==> images/gate_families.png <==
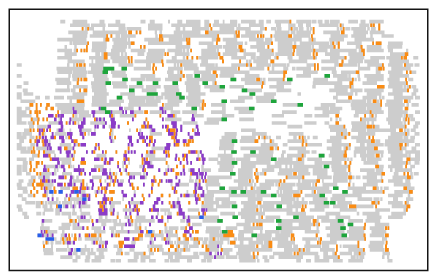
==> images/met2.png <==
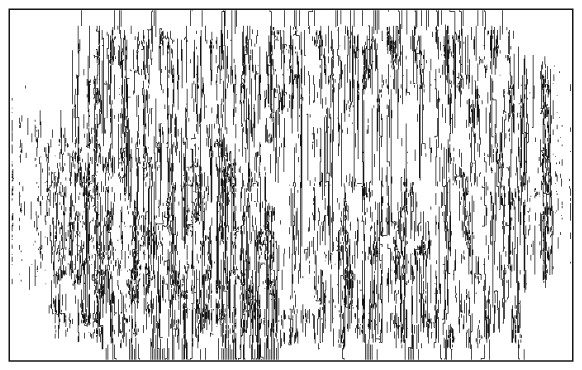
==> images/cell_classes.png <==
The bar under the picture is 100 µm long. Fill, decap, tap and diode cells in gray.
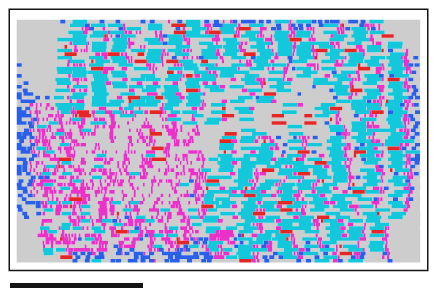
==> images/drive_strength.png <==
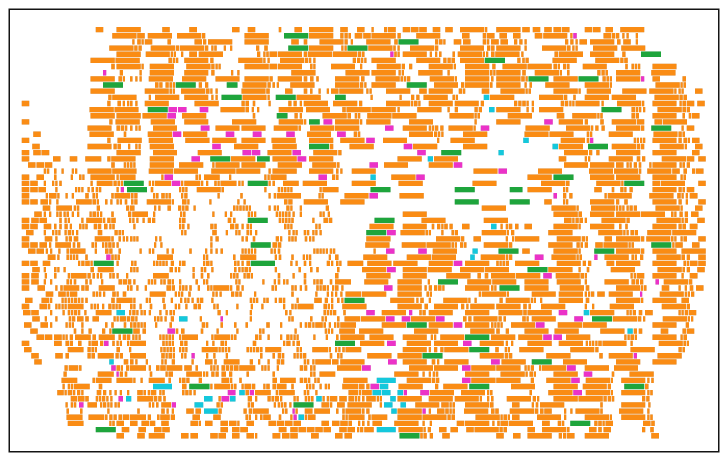
==> images/final_clocks.png <==
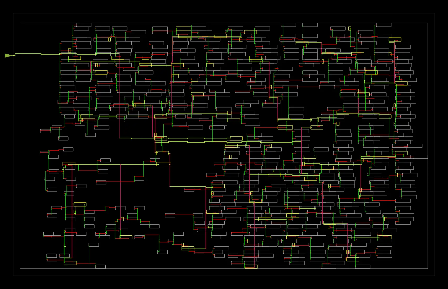
==> config.mk <==
export PLATFORM = sky130hd
export DESIGN_NAME = imem_prefetch_buffer
export DESIGN_NICKNAME = d
export VERILOG_FILES = /design/src/rtl/imem_prefetch_buffer.sv
export SDC_FILE = /design/constraint.sdc
export NUM_CORES = 1
export LEC_CHECK = 0
export ABC_AREA = 1
export CAP_MARGIN = 20
export CORE_AREA = 5 5 308 190
export CTS_CLUSTER_SIZE = 30
export DETAILED_ROUTE_END_ITERATION = 6
export DIE_AREA = 0 0 313 195
export PLACE_DENSITY = 0.66
export SLEW_MARGIN = 15
export SYNTH_ARGS = -nofsm -noshare
export SYNTH_HDL_FRONTEND = slang
export SYNTH_SLANG_ARGS = --single-unit
export TNS_END_PERCENT = 5
==> constraint.sdc <==
create_clock -name i_clk -period 14.9 [get_ports i_clk]
set_input_delay 2.235 -clock i_clk [delete_from_list [all_inputs] [get_ports i_clk]]
set_output_delay 2.235 -clock i_clk [all_outputs]
set_load 0.02 [all_outputs]
==> run notes <==
Notes on the physical design

The flow ran to the end, and the final reports show no timing, DRC or antenna violations. The largest area contributor in the synthesized netlist is edfxtp_1. The power spent charging and discharging nets is approximately 0.73 mW. The total clock buffers created by CTS is ~53. The area fraction in full adders, half adders and majority gates is less than 1%.

The power dissipated in sequential cells is between 1.5 and 2 mW. The met3 wire length is 6.03 mm. The switching share of power is ~22%. The post-synth tally of flip-flops with integrated enable is about 500.

The sequential cell count is 580. Looking at the clock tree report, the H-tree level count equals 2. Buffers placed on the I/O ports in this run total ~260. The total count of max-transition violations in the final report is 0.

The clock passes through at most 3 buffers. The number of hold violations in the final report is 0. The vertical die dimension reported for this design is roughly 200 µm.

The timing report shows the most common cell along the critical path to be buf_4. The met1 usage is between 30% and 40%. The layout summary lists the proportion of cells stronger than drive strength 1 as ~7%. The family of cells with the greatest summed delay on the critical path is buffers and inverters. Per Yosys stat, the portion of area used by sequential elements is roughly two thirds. After layout the clock buffers and inverters come to under 10% of cell area. The layout filler cell count is 4728. Detailed placement reports a standard cell area of roughly 28000 µm².

Counting buffers and inverters, the worst setup path is 9 cells deep. For this design the ratio of total power to cell area is between 100 and 150 nW/µm². The remaining antenna violation count is 0.

The flip-flop and latch count after synthesis is around 580. In the global route stage, met3 resource usage came out at 5.03%. The number of post-CTS setup repair buffers is 0. The layer with the highest usage after global routing is met1. For this floorplan the total number of well-tap instances is 724. The detailed-router iteration count before antenna repair is 6. For this run, the number of standard cells in the final layout without fillers is ~3400. The highest metal layer with signal wires is met4. By instance count after routing, the leading logic cell types are nor2_1, edfxtp_1, nand2_1. For this run, the script counts the antenna cells in the layout as 1. The main area contributors are edfxtp_1, nor2_1, dfxtp_1. In this run the mean area of a mapped cell was slightly above 10 µm². The flip-flop count of the largest register, all copies and words added is about 250.

The last timing report of the flow puts the setup violation total at 0. The CTS tree is done. Dividing the detail-routed via count by the number of cells gives 5.33. The worst-case reg-to-reg setup slack stands at 11450 ps. Setup repair after global routing left no endpoint under its margin. Yosys mapped the design onto 38 distinct sky130hd cell types. The internal power consumption is roughly 2.6 mW.

The yosys-reported design area after synthesis is between 20000 and 30000 µm². The die area is slightly above 60000 µm². The power dissipated in combinational cells is 0.166 mW. The number of violations of the max-capacitance limit is 0. After routing, the total negative slack on setup checks comes to 0 ps. The buffers plus inverters on the worst setup path is 6.

The post-detailed-route DRC marker count is 0. The clock latency reported for the late side of the worst-skew pair is roughly 600 ps. The critical path is of the input port to primary output type.

The kind of end point of the critical path is a primary output. The cell leakage power is approximately 10 nW. The share of total power dissipated in sequential elements is between 50% and 60%. In this run the cell area of the synthesized design comes to 25100 µm². The register area is roughly 17000 µm². The proportion of netlist area held by the largest area contributor is 59.7%. The design draws roughly 3.3 mW. The mux cell area share after synthesis is under 10%. Counting flops with an async set or reset pin after synthesis yields a share of 0%. The smallest clock period supported by the final layout is computed as about 8600 ps. The worst supply voltage drop on vdd is about 0.067 mV. Hold analysis shows the worst path with a depth of 2. The slew of the pin with the lowest slew margin is ~1100 ps.

The period utilization is just under 60%. The worst setup path is launched from an input port. The post-cts hold buffer count is 0. The number of nets in the layout is 2790. The flow reports an fmax of approximately 120 MHz.

The final weighted congestion in routability-driven placement is 0.942. The proportion of power drawn by the clock network is between 40% and 50%. The count of multi-input gates is 1627.

The worst-case reg-to-reg path depth is 6. Per the GRT congestion report, total overflow comes to 0. The number of antenna violations at the first check in global routing is 0.

After detailed routing, the met2 layer carries between 30 and 40 mm of wire. The AND-OR/OR-AND share of the synthesized area is under 10%. STA puts the critical path data arrival time at around 6400 ps.

For this run, the leading register cell type out of synthesis is edfxtp_1. The maximum fanout along the worst path is roughly 70. The number of global-route vias before repair is approximately 18000. The worst slack at placement is 6260 ps. The first global-routing pass estimated about 110 mm of wire. The largest contributor to cell area by class is registers. By count the netlist is led by nor2_1, edfxtp_1, nand2_1.

Checking hold timing, the worst path is listed with class flip-flop to flip-flop. The largest net degree at the start of global routing is slightly above 100. Before placement the cells fill 45.6% of the core. For this block, wires on met1 add up to approximately 33 mm.

Among the non-sequential cells, simple AND/OR/NAND/NOR gates take the most area. The data required time at the worst endpoint is roughly 13000 ps. The die is 313 µm wide.

The root buffer cell is clkbuf_16. The xor and xnor area share after synthesis is less than 1%. The standard cell with the maximum stage delay on the critical path is clkinv_2. The clock-pin slew on the worst setup and hold paths is ~60 ps. The most common cell in the netlist is nor2_1.

The routed wire length per instance is 20.5 µm. Gates resized during post-CTS repair numbered 0. The post-DP HPWL is ~46 mm. On the final layout, the worst hold slack is about 460 ps. The largest power group is sequential cells.

The number of logged tool warnings is 34. The layout report lists the multi-input gate area as approximately 7500 µm². The total instance count after detailed placement is 3345. Counting the inverters off the clock network in the layout gives ~140. The cell-mix breakdown from Yosys lists the simple-gate area share as a little under a fifth.

The critical path goes through buf_2 > buf_4 > inv_4 > nand2_2 > a31oi_1 > clkinv_2 > buf_4 > a21oi_1 > clkdlybuf4s50_1. Pin placement for this block handled between 200 and 300 I/O pins. The synthesis warning total is 0. The combinational group share of total power is roughly 5%.

Synthesis handed over a netlist of 2460 instances. In the final layout, non-clock buffers account for between 9 and 10% of the cell area. For this design, Yosys synthesis ends with a cell count of around 2500.
Notes on gate_families.png above:
family	color	cells	most used
XOR/XNOR gates	blue	11	xor2_1
multiplexers	green	62	mux2_2
NOR gates	orange	683	nor2_1
NAND gates	purple	485	nand2_1
fraction of area in multi-input gates: 25.0%
most frequent standard cell in the layout excluding fill and tap cells: nor2_1

Notes on met2.png above:
nets with wire on the layer	2132
longest straight run	82.3 µm
Vias: 18342
met2 GRT Util: 33.9%
wire length after detailed routing: 70.6 mm

Notes on cell_classes.png above:
class	color	cells
flops	cyan	580
clock drivers and dummy loads	red	98
all other logic	magenta	1764
other buffers and delay cells	blue	277
area of the core: 55200 µm²
number of standard-cell rows in the floorplan: 67
core occupancy in the finished layout: 54.3%
share of cell area taken by flip-flops and latches: 55.5%

Notes on drive_strength.png above:
size	color	cells	share
drive 2	magenta	91	3.3%
drive 6 and up	green	63	2.3%
drive 3 to 4	cyan	34	1.3%
drive 1 or less	orange	2531	93%
area overhead of the layout relative to synthesis: 19.2%
post-route standard cell area excluding fillers: 30000 µm²
Final WS setup: 6310 ps
Non-CTS buffers: 277

Notes on final_clocks.png above:
Worst Clk Skew: 21.5 ps
clock sink total: 580
clock network power consumption: 1.32 mW
clock buffers: 70

Power figures rest on the tool's default switching activity, not on a simulated workload.
